## src/rtl/writeback_stage_reg_if.sv

```systemverilog
// MEM/WB stage bundle: MEM-stage results and stage controls in, register-file write port out.
interface writeback_stage_reg_if #(
  parameter int XLEN  = 64,
  parameter int RA_W  = 5,
  parameter int CNT_W = 64
);
  logic             stall;
  logic             flush;
  logic             in_valid;
  logic             in_RegWrite;
  logic [RA_W-1:0]  in_rd;
  logic [1:0]       in_wb_sel;
  logic [2:0]       in_ld_funct3;
  logic [XLEN-1:0]  in_alu_result;
  logic [XLEN-1:0]  in_mem_data;
  logic [XLEN-1:0]  in_pc_plus4;
  logic [XLEN-1:0]  in_imm;
  logic             wb_valid;
  logic             wb_RegWrite;
  logic [RA_W-1:0]  wb_rd;
  logic [XLEN-1:0]  wb_registerout;
  logic             wb_ld_fault;
  logic [CNT_W-1:0] wb_retired;

  modport master (
    output stall, flush, in_valid, in_RegWrite, in_rd, in_wb_sel, in_ld_funct3,
           in_alu_result, in_mem_data, in_pc_plus4, in_imm,
    input  wb_valid, wb_RegWrite, wb_rd, wb_registerout, wb_ld_fault, wb_retired
  );

  modport slave (
    input  stall, flush, in_valid, in_RegWrite, in_rd, in_wb_sel, in_ld_funct3,
           in_alu_result, in_mem_data, in_pc_plus4, in_imm,
    output wb_valid, wb_RegWrite, wb_rd, wb_registerout, wb_ld_fault, wb_retired
  );
endinterface

```

## src/rtl/writeback_stage_reg.sv

```systemverilog
// Registered MEM/WB writeback stage: result select, load extraction/extension,
// misalignment fault, x0 write suppression and a retired-instruction counter.
module writeback_stage_reg #(
  parameter int XLEN  = 64,
  parameter int RA_W  = 5,
  parameter int CNT_W = 64
) (
  input  logic                 clk,
  input  logic                 reset,
  writeback_stage_reg_if.slave bus
);
  localparam int OFF_W = $clog2(XLEN / 8);
  localparam int SH_W  = $clog2(XLEN) + 1;

  logic             valid_reg;
  logic             regwrite_reg;
  logic [RA_W-1:0]  rd_reg;
  logic [1:0]       wb_sel_reg;
  logic [2:0]       funct3_reg;
  logic [XLEN-1:0]  alu_reg;
  logic [XLEN-1:0]  mem_reg;
  logic [XLEN-1:0]  pc4_reg;
  logic [XLEN-1:0]  imm_reg;
  logic [CNT_W-1:0] retired_reg;

  always_ff @(posedge clk or posedge reset) begin
    if (reset) begin
      valid_reg    <= 1'b0;
      regwrite_reg <= 1'b0;
      rd_reg       <= '0;
      wb_sel_reg   <= '0;
      funct3_reg   <= '0;
      alu_reg      <= '0;
      mem_reg      <= '0;
      pc4_reg      <= '0;
      imm_reg      <= '0;
    end else if (bus.flush) begin
      valid_reg    <= 1'b0;
    end else if (!bus.stall) begin
      valid_reg    <= bus.in_valid;
      regwrite_reg <= bus.in_RegWrite;
      rd_reg       <= bus.in_rd;
      wb_sel_reg   <= bus.in_wb_sel;
      funct3_reg   <= bus.in_ld_funct3;
      alu_reg      <= bus.in_alu_result;
      mem_reg      <= bus.in_mem_data;
      pc4_reg      <= bus.in_pc_plus4;
      imm_reg      <= bus.in_imm;
    end
  end

  // A held entry retires only on the cycle it leaves, so a stalled entry counts once.
  always_ff @(posedge clk or posedge reset) begin
    if (reset) begin
      retired_reg <= '0;
    end else if (valid_reg && !bus.stall) begin
      retired_reg <= retired_reg + CNT_W'(1);
    end
  end

  logic [OFF_W-1:0] off;
  logic [XLEN-1:0]  lane;
  logic [XLEN-1:0]  lane_left;
  logic [SH_W-1:0]  ext_sh;
  logic [XLEN-1:0]  load_val;
  logic             ld_bad;
  logic             ld_fault;
  logic [XLEN-1:0]  result;

  assign off  = alu_reg[OFF_W-1:0];
  assign lane = mem_reg >> {off, 3'b000};

  // Width extension: park the field at the top, then shift back logically or arithmetically.
  always_comb begin
    ext_sh = '0;
    case (funct3_reg[1:0])
      2'b00:   ext_sh = SH_W'(XLEN - 8);
      2'b01:   ext_sh = SH_W'(XLEN - 16);
      2'b10:   ext_sh = SH_W'(XLEN - 32);
      default: ext_sh = '0;
    endcase
  end

  assign lane_left = lane << ext_sh;
  assign load_val  = funct3_reg[2] ? (lane_left >> ext_sh)
                                   : unsigned'($signed(lane_left) >>> ext_sh);

  always_comb begin
    ld_bad = 1'b0;
    case (funct3_reg)
      3'b000, 3'b100: ld_bad = 1'b0;
      3'b001, 3'b101: ld_bad = off[0];
      3'b010, 3'b110: ld_bad = |off[1:0];
      3'b011:         ld_bad = (|off) || (XLEN == 32);
      default:        ld_bad = 1'b1;
    endcase
    // RV32 has no doubleword or zero-extended word loads.
    if (XLEN == 32 && funct3_reg == 3'b110) ld_bad = 1'b1;
  end

  assign ld_fault = valid_reg && (wb_sel_reg == 2'b01) && ld_bad;

  always_comb begin
    result = '0;
    case (wb_sel_reg)
      2'b00:   result = alu_reg;
      2'b01:   result = load_val;
      2'b10:   result = pc4_reg;
      default: result = imm_reg;
    endcase
  end

  assign bus.wb_valid       = valid_reg;
  assign bus.wb_rd          = rd_reg;
  assign bus.wb_ld_fault    = ld_fault;
  assign bus.wb_registerout = ld_fault ? '0 : result;
  assign bus.wb_RegWrite    = valid_reg && regwrite_reg && (|rd_reg) && !ld_fault;
  assign bus.wb_retired     = retired_reg;
endmodule

```

## src/flat_wrapper.sv

```systemverilog
// flat-port wrapper written by rule: the top's interface ports become plain ports
module writeback_stage_reg_flat 
#(
  parameter int XLEN  = 64,
  parameter int RA_W  = 5,
  parameter int CNT_W = 64
)
  (clk, reset, bus_stall, bus_flush, bus_in_valid, bus_in_RegWrite, bus_in_rd, bus_in_wb_sel, bus_in_ld_funct3, bus_in_alu_result, bus_in_mem_data, bus_in_pc_plus4, bus_in_imm, bus_wb_valid, bus_wb_RegWrite, bus_wb_rd, bus_wb_registerout, bus_wb_ld_fault, bus_wb_retired);
  writeback_stage_reg_if #(.XLEN(XLEN), .RA_W(RA_W), .CNT_W(CNT_W)) bus_i ();
  input  logic clk;
  input  logic reset;
  input wire logic [$bits(bus_i.stall)-1:0] bus_stall;
  input wire logic [$bits(bus_i.flush)-1:0] bus_flush;
  input wire logic [$bits(bus_i.in_valid)-1:0] bus_in_valid;
  input wire logic [$bits(bus_i.in_RegWrite)-1:0] bus_in_RegWrite;
  input wire logic [$bits(bus_i.in_rd)-1:0] bus_in_rd;
  input wire logic [$bits(bus_i.in_wb_sel)-1:0] bus_in_wb_sel;
  input wire logic [$bits(bus_i.in_ld_funct3)-1:0] bus_in_ld_funct3;
  input wire logic [$bits(bus_i.in_alu_result)-1:0] bus_in_alu_result;
  input wire logic [$bits(bus_i.in_mem_data)-1:0] bus_in_mem_data;
  input wire logic [$bits(bus_i.in_pc_plus4)-1:0] bus_in_pc_plus4;
  input wire logic [$bits(bus_i.in_imm)-1:0] bus_in_imm;
  output wire logic [$bits(bus_i.wb_valid)-1:0] bus_wb_valid;
  output wire logic [$bits(bus_i.wb_RegWrite)-1:0] bus_wb_RegWrite;
  output wire logic [$bits(bus_i.wb_rd)-1:0] bus_wb_rd;
  output wire logic [$bits(bus_i.wb_registerout)-1:0] bus_wb_registerout;
  output wire logic [$bits(bus_i.wb_ld_fault)-1:0] bus_wb_ld_fault;
  output wire logic [$bits(bus_i.wb_retired)-1:0] bus_wb_retired;
  assign bus_i.stall = bus_stall;
  assign bus_i.flush = bus_flush;
  assign bus_i.in_valid = bus_in_valid;
  assign bus_i.in_RegWrite = bus_in_RegWrite;
  assign bus_i.in_rd = bus_in_rd;
  assign bus_i.in_wb_sel = bus_in_wb_sel;
  assign bus_i.in_ld_funct3 = bus_in_ld_funct3;
  assign bus_i.in_alu_result = bus_in_alu_result;
  assign bus_i.in_mem_data = bus_in_mem_data;
  assign bus_i.in_pc_plus4 = bus_in_pc_plus4;
  assign bus_i.in_imm = bus_in_imm;
  assign bus_wb_valid = bus_i.wb_valid;
  assign bus_wb_RegWrite = bus_i.wb_RegWrite;
  assign bus_wb_rd = bus_i.wb_rd;
  assign bus_wb_registerout = bus_i.wb_registerout;
  assign bus_wb_ld_fault = bus_i.wb_ld_fault;
  assign bus_wb_retired = bus_i.wb_retired;
  writeback_stage_reg #(.XLEN(XLEN), .RA_W(RA_W), .CNT_W(CNT_W)) u_core (.clk(clk), .reset(reset), .bus(bus_i));
endmodule
```

## config.mk

```make
export PLATFORM = sky130hd
export DESIGN_NAME = writeback_stage_reg_flat
export DESIGN_NICKNAME = d
export VERILOG_FILES = /design/src/rtl/writeback_stage_reg_if.sv /design/src/rtl/writeback_stage_reg.sv /design/src/flat_wrapper.sv
export SDC_FILE = /design/constraint.sdc
export NUM_CORES = 1
export LEC_CHECK = 0
export CORE_ASPECT_RATIO = 0.7
export CORE_MARGIN = 2
export CORE_UTILIZATION = 51
export CTS_CLUSTER_SIZE = 12
export DETAILED_ROUTE_END_ITERATION = 16
export PLACE_DENSITY = 0.91
export SYNTH_ARGS = -nofsm -noshare
export SYNTH_HDL_FRONTEND = slang
export SYNTH_SLANG_ARGS = --single-unit
```

## constraint.sdc

```tcl
create_clock -name clk -period 17.43 [get_ports clk]
set_clock_uncertainty 0.1 [all_clocks]
set_input_delay 4.3575 -clock clk [delete_from_list [all_inputs] [get_ports clk]]
set_output_delay 4.3575 -clock clk [all_outputs]
set_load 0.01 [all_outputs]
```

Figure 1. The clock network.
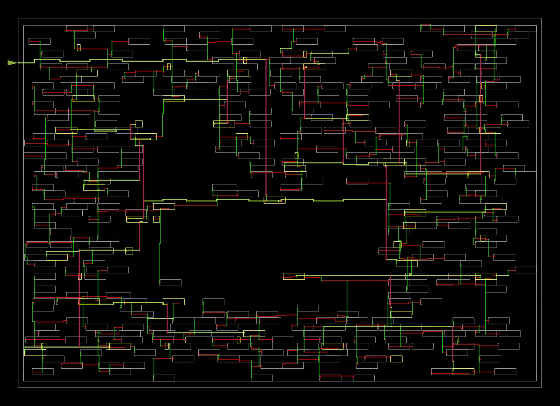
clock latency on the worst-skew pair: 0.53 ns
clock buffer instance count of the final layout: 51
Num CTS Buffers: 35

Figure 2. Signal wires on met3.
Drawn at 1.5 px/µm.
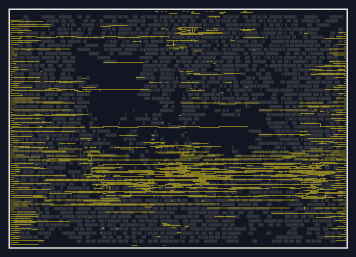
wire length on this layer: 6960 µm
longest straight run: 148 µm
main direction: horizontal
nets with wire on the layer: 441
share of all routed wire: 12%

==> highlights.md <==
Status
* **run status** completed

Critical path
* **buffers plus inverters on the worst setup path** 2
* **WP depth** 7
* **critical path endpoint category** primary output
* **CP delay by family, top** AND-OR/OR-AND gates
* **worst setup path class** reg2out
* **Worst EP required** 12.97 ns

Detailed routing
* **DR pass1 iterations** 5

Layout
* **share of post-route cells with drive strength above 1** 23.3%
* **Seq area share** 36.8%
* **Largest area class, layout** combinational gates
* **number of ordinary inverters in the final layout** 17
* **final non-filler cell area** 22600 µm²
* **layout sequential cell count** 332
* **area occupied by registers** 8320 µm²

Power
* **largest voltage drop on the vdd net** 0.107 mV
* **sequential cell fraction of total power** 40.4%
* **Clock power frac** 29.3%

Worst hold path
* **instance count along the most critical hold path** 1
* **hold endpoint** u_core.bus.wb_retired[63]

Yosys
* **synthesized-area fraction occupied by ao, oa, aoi and oai cells** 10.2%
* **synthesis warning total** 0
* **area fraction in and, or, nand and nor cells after synthesis** 10.0%
* **fraction of synthesized area in multiplexers** 25.2%
* **post-synthesis xor/xnor area fraction** 3.18%
* **Syn Std Cell Area** 17300 µm²
* **Avg Inst Size Synth** 11.7 µm²
* **sequential element share of the synthesized area** 48.0%

Global route
* **leftover overflow at the end of global routing** 0
* **vias in the first global route** 14391

STA
* **max-slew violation count** 0

Place
* **placer congestion estimate** 1.05

Clock network
* **number of setup buffers added after CTS** 0
* **CTS Buffer Depth** 3

Die
* **Rows** 56

Figure 3. Wire density map.
Drawn at 1.5 px/µm. 22 x 16 tiles, from dark purple (low) to yellow (high), scaled to the fullest tile. Values are wire area over tile area, all layers added.
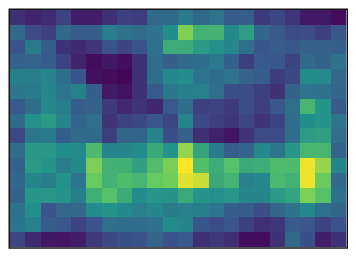
mean over tiles: 0.29
fullest tile: 0.78
densest ninth of the die: bottom centre
Total Routing Usage GR: 33.5%
total routed wirelength: 59.7 mm
Avg WL per Cell: 26.1 µm

Figure 4. Placed cells, one colour a class.
Drawn at 2 px/µm.
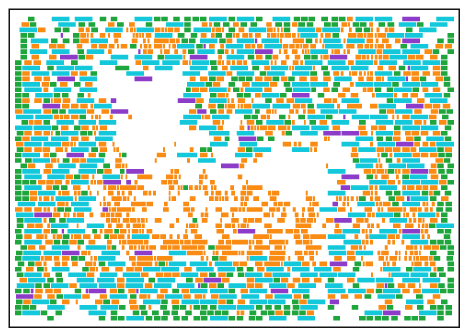
| colour | class | cells |
|---|---|---|
| cyan | sequential cells | 332 |
| purple | clock drivers and dummy loads | 57 |
| green | remaining buffers and delay cells | 423 |
| orange | combinational and other logic | 1039 |

Power figures rest on the tool's default switching activity, not on a simulated workload.
